**src/rtl/cnn_pkg.sv**
```systemverilog
// Shared constants and constant functions for the CE post-processing blocks.
package cnn_pkg;

    // Extra result bits the CE accumulator carries beyond data + weight width.
    localparam int EXT = 15;

    // Bits needed to count 0..value-1; never returns less than 1 so that
    // degenerate sizes still give a legal vector width.
    function automatic int clog2(input int value);
        int r;
        r = 0;
        for (int v = value - 1; v > 0; v = v >> 1) begin
            r++;
        end
        return (r < 1) ? 1 : r;
    endfunction

    // Largest value representable in n bits, two's complement.
    function automatic int max_signed(input int n);
        return (1 << (n - 1)) - 1;
    endfunction

    // Largest value representable in n bits, unsigned.
    function automatic int max_unsigned(input int n);
        return (1 << n) - 1;
    endfunction

endpackage

```
**src/rtl/ce_quant.sv**
```systemverilog
// Quantizer: arithmetic right shift, optional ReLU, saturation to N bits.
// One register stage; the input strobe is forwarded alongside the data.
module ce_quant #(
    parameter int N    = 2,
    parameter int W    = 19,
    parameter int SR   = 2,
    parameter int RELU = 1
) (
    input  logic         clk,
    input  logic         rst,
    input  logic [W-1:0] d_in_i,
    input  logic         en_in_i,
    output logic [N-1:0] q_o,
    output logic         q_vld_o
);
    import cnn_pkg::*;

    localparam logic signed [W-1:0] U_MAX = W'(max_unsigned(N));
    localparam logic signed [W-1:0] S_MAX = W'(max_signed(N));
    localparam logic signed [W-1:0] S_MIN = W'(-max_signed(N) - 1);

    logic signed [W-1:0] x;
    logic [N-1:0]        q_d, q_q;
    logic                q_vld_q;

    // Shift, then clamp into the output range of the selected mode.
    always_comb begin
        // NOTE: q_d is given a default before any branch so no path leaves it
        // unassigned; an incomplete assignment here would infer a latch.
        x   = $signed(d_in_i) >>> SR;
        q_d = x[N-1:0];
        if (RELU != 0) begin
            if (x[W-1])
                q_d = '0;
            else if (x > U_MAX)
                q_d = U_MAX[N-1:0];
        end else begin
            if (x > S_MAX)
                q_d = S_MAX[N-1:0];
            else if (x < S_MIN)
                q_d = S_MIN[N-1:0];
        end
    end

    // Register the quantized value and its valid bit; a strobe seen during reset is dropped.
    always_ff @(posedge clk) begin
        // NOTE: registers are updated with <= so every flop samples the
        // pre-edge values regardless of statement order.
        if (rst) begin
            q_q     <= '0;
            q_vld_q <= 1'b0;
        end else begin
            q_vld_q <= en_in_i;
            if (en_in_i)
                q_q <= q_d;
        end
    end

    assign q_o     = q_q;
    assign q_vld_o = q_vld_q;

endmodule

```
**src/rtl/ce_relu_maxpool.sv**
```systemverilog
// Quantize CE conv results and 2x2 max-pool them over a raster-order frame.
// A horizontal pair is reduced in register h, the even-row pair result is
// parked in a half-row line buffer and combined with the odd-row pair.
module ce_relu_maxpool #(
    parameter int N     = 2,
    parameter int M     = 2,
    parameter int EXT   = 15,
    parameter int SR    = 2,
    parameter int RELU  = 1,
    parameter int IMG_W = 8,
    parameter int IMG_H = 8
) (
    input  logic               clk,
    input  logic               rst,
    input  logic [N+M+EXT-1:0] d_in,
    input  logic               en_in,
    output logic [N-1:0]       d_out,
    output logic               en_out,
    output logic               frame_done
);
    import cnn_pkg::*;

    localparam int W    = N + M + EXT;
    localparam int CW   = clog2(IMG_W);
    localparam int RW   = clog2(IMG_H);
    localparam int LB_D = IMG_W / 2;
    localparam int AW   = clog2(LB_D);

    logic [N-1:0]  q;
    logic          q_vld;
    logic [CW-1:0] col_q, col_d;
    logic [RW-1:0] row_q, row_d;
    logic [N-1:0]  h_q, h_d;
    logic [N-1:0]  d_out_q, d_out_d;
    logic          en_out_q, en_out_d;
    logic          fd_q, fd_d;
    logic [N-1:0]  lb [LB_D];
    logic [AW-1:0] lb_addr;
    logic          lb_we;
    logic [N-1:0]  p, pool;
    logic          col_last, row_last;

    // Max in the numeric domain of the output: unsigned after ReLU, signed otherwise.
    function automatic logic [N-1:0] max2(input logic [N-1:0] a, input logic [N-1:0] b);
        if (RELU != 0)
            return (a > b) ? a : b;
        else
            return ($signed(a) > $signed(b)) ? a : b;
    endfunction

    ce_quant #(
        .N    (N),
        .W    (W),
        .SR   (SR),
        .RELU (RELU)
    ) u_quant (
        .clk     (clk),
        .rst     (rst),
        .d_in_i  (d_in),
        .en_in_i (en_in),
        .q_o     (q),
        .q_vld_o (q_vld)
    );

    // Raster position bookkeeping and the pooling decision for the current sample.
    always_comb begin
        col_last = (col_q == CW'(IMG_W - 1));
        row_last = (row_q == RW'(IMG_H - 1));
        lb_addr  = AW'(col_q >> 1);
        p        = max2(h_q, q);
        pool     = max2(lb[lb_addr], p);

        col_d    = col_q;
        row_d    = row_q;
        h_d      = h_q;
        d_out_d  = d_out_q;
        en_out_d = 1'b0;
        fd_d     = 1'b0;
        lb_we    = 1'b0;

        if (q_vld) begin
            col_d = col_last ? '0 : col_q + 1'b1;
            if (col_last)
                row_d = row_last ? '0 : row_q + 1'b1;

            if (!col_q[0]) begin
                h_d = q;
            end else if (!row_q[0]) begin
                lb_we = 1'b1;
            end else begin
                d_out_d  = pool;
                en_out_d = 1'b1;
                fd_d     = row_last && col_last;
            end
        end
    end

    // Counters, pair register and output registers.
    always_ff @(posedge clk) begin
        if (rst) begin
            col_q    <= '0;
            row_q    <= '0;
            h_q      <= '0;
            d_out_q  <= '0;
            en_out_q <= 1'b0;
            fd_q     <= 1'b0;
        end else begin
            col_q    <= col_d;
            row_q    <= row_d;
            h_q      <= h_d;
            d_out_q  <= d_out_d;
            en_out_q <= en_out_d;
            fd_q     <= fd_d;
        end
    end

    // Line buffer write of the even-row pair maximum.
    always_ff @(posedge clk) begin
        // NOTE: the line buffer has no reset; each entry is written on an even
        // row before the odd row reads it, so its power-up value never matters.
        if (lb_we && !rst)
            lb[lb_addr] <= p;
    end

    assign d_out      = d_out_q;
    assign en_out     = en_out_q;
    assign frame_done = fd_q;

endmodule

```
**config.mk**
```make
export PLATFORM = sky130hd
export DESIGN_NAME = ce_relu_maxpool
export DESIGN_NICKNAME = d
export VERILOG_FILES = /design/src/rtl/cnn_pkg.sv /design/src/rtl/ce_quant.sv /design/src/rtl/ce_relu_maxpool.sv
export SDC_FILE = /design/constraint.sdc
export NUM_CORES = 1
export LEC_CHECK = 0
export CAP_MARGIN = 40
export CORE_ASPECT_RATIO = 1.1
export CORE_MARGIN = 2
export CORE_UTILIZATION = 49
export CTS_CLUSTER_SIZE = 25
export DETAILED_ROUTE_END_ITERATION = 10
export GPL_TIMING_DRIVEN = 0
export PLACE_DENSITY = 0.79
export SYNTH_ARGS = -nofsm -noshare
export SYNTH_HDL_FRONTEND = slang
export SYNTH_HIERARCHICAL = 1
export SYNTH_SLANG_ARGS = --single-unit
```
**constraint.sdc**
```tcl
create_clock -name clk -period 2.8 [get_ports clk]
set_clock_uncertainty 0.05 [all_clocks]
set_input_delay 0.28 -clock clk [delete_from_list [all_inputs] [get_ports clk]]
set_output_delay 0.28 -clock clk [all_outputs]
set_load 0.01 [all_outputs]
```
### Signal wires by layer

Drawn at 10 px/um. Only two layers are drawn.
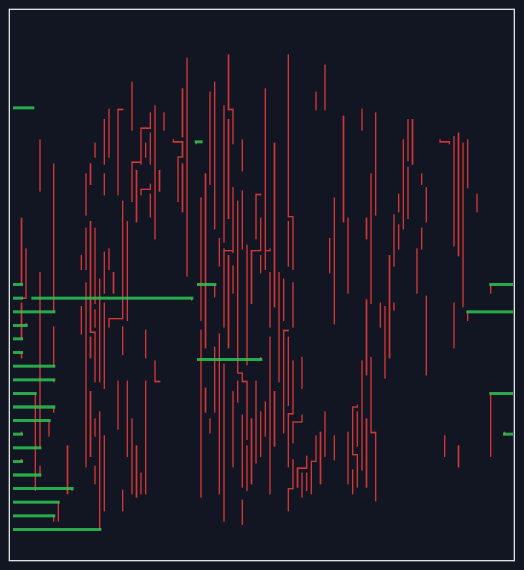
| color | layer | wire length |
|---|---|---|
| green | M3 | 89.0 um |
| red | M2 | 1090 um |
WL final: 2.026 mm
wire length per cell: 12.35 um
via count: 857

### Cell area per tile

Drawn at 4 px/um. The die is cut into 10 by 11 equal tiles; white is low, dark blue is high, 0 to 100% covered.
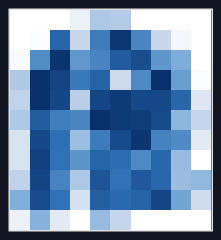
emptiest ninth of the die: upper right
mean over tiles: 51%
nearly empty tiles: 14%
tiles over 75% full: 34%
Pre-Place Util: 51.44%
CORE AREA: 2252 um^2

### Power grid

Drawn at 8 px/um. Pins as bars on the die edge.
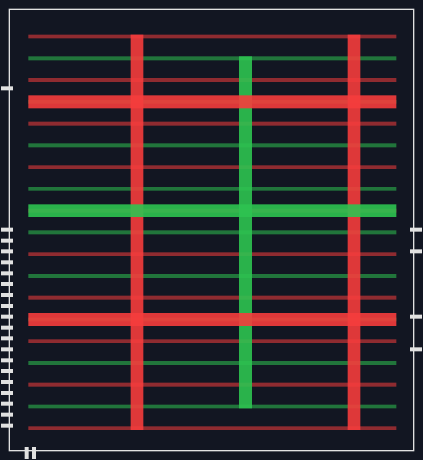
| color | net |
|---|---|
| green | VDD |
| red | VSS |
met4 straps: 3
signal pins: 26

### Clock distribution

Drawn at 10 px/um.
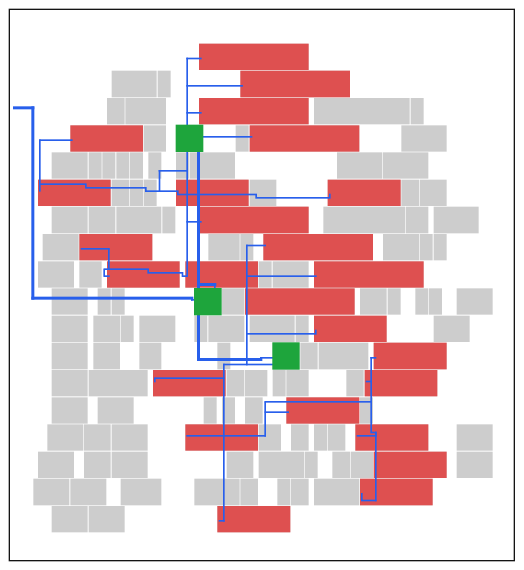
[blue] clock wires | length: 270 um
[red] flip-flops | count: 25
[green] clock-net drivers | count: 3
routed clock nets: 4
Clock Latency Late Sink: 0.32 ns
clk pwr: 159 uW
Clock Power Share: 25.4%

==> out/metrics.cfg <==
[run_status]
status = complete, no violations

[critical_path]
path_depth = 8
worstReg2RegStart = u_quant/q_o[1]

[final_timing]
final_max_slew_viol_count = 0
fin_crit_sh_pct = 79.26

[yosys]
netlist_instances = 107
syn_area_um2 = 1159
yosys.area_share.aoi_pct = 7.991
synth_seq_share_pct = 50.11
synthTopCellsByCount = 17 x dfxtp_1, 14 x nor2_1, 10 x ha_1
synthArstFlopShare_pct = 0

[clock_network]
clk_pin_slew_ns = 0.13
cts_tree = yes
clock-root-buffer = clkbuf_4
cts_buffers = 3
cts-resized-gates = 0
cts_max_level = 1

[routing]
route.met2.wl_mm = 1.092
dr.pass1.iters = 4
route.detailed.drc = 0

[final_layout]
n_antenna_cell = 0

[power_and_ir_drop]
p_leak_nw = 0.5938

[run]
warnings = 30

-- cell usage in the layout, fill, tap and decap left out, types with 2 or more instances in the layout --
cell and instances:
clkdlybuf4s50_1 23, nand2_1 9, and3_1 3, nand3_1 2, clkbuf_4 3, a22oi_1 2, edfxtp_1 8, inv_1 7
clkbuf_1 2, ha_1 10, nor2b_1 3, dfxtp_1 17, nor3b_1 2, mux2i_1 2, nor3_1 2, a21oi_1 6
nor2_1 14, or4_1 2
-- final cells by class --
cell class / instances / area [um^2]
Buffer: 3 / 16.27
Clock buffer: 4 / 26.28
Fill cell: 178 / 799.5
Inverter: 8 / 31.28
Multi-Input combinational cell: 71 / 530.5
Sequential cell: 25 / 580.6
Tap cell: 30 / 37.54
Timing Repair Buffer: 23 / 230.2
Power figures rest on the tool's default switching activity, not on a simulated workload.
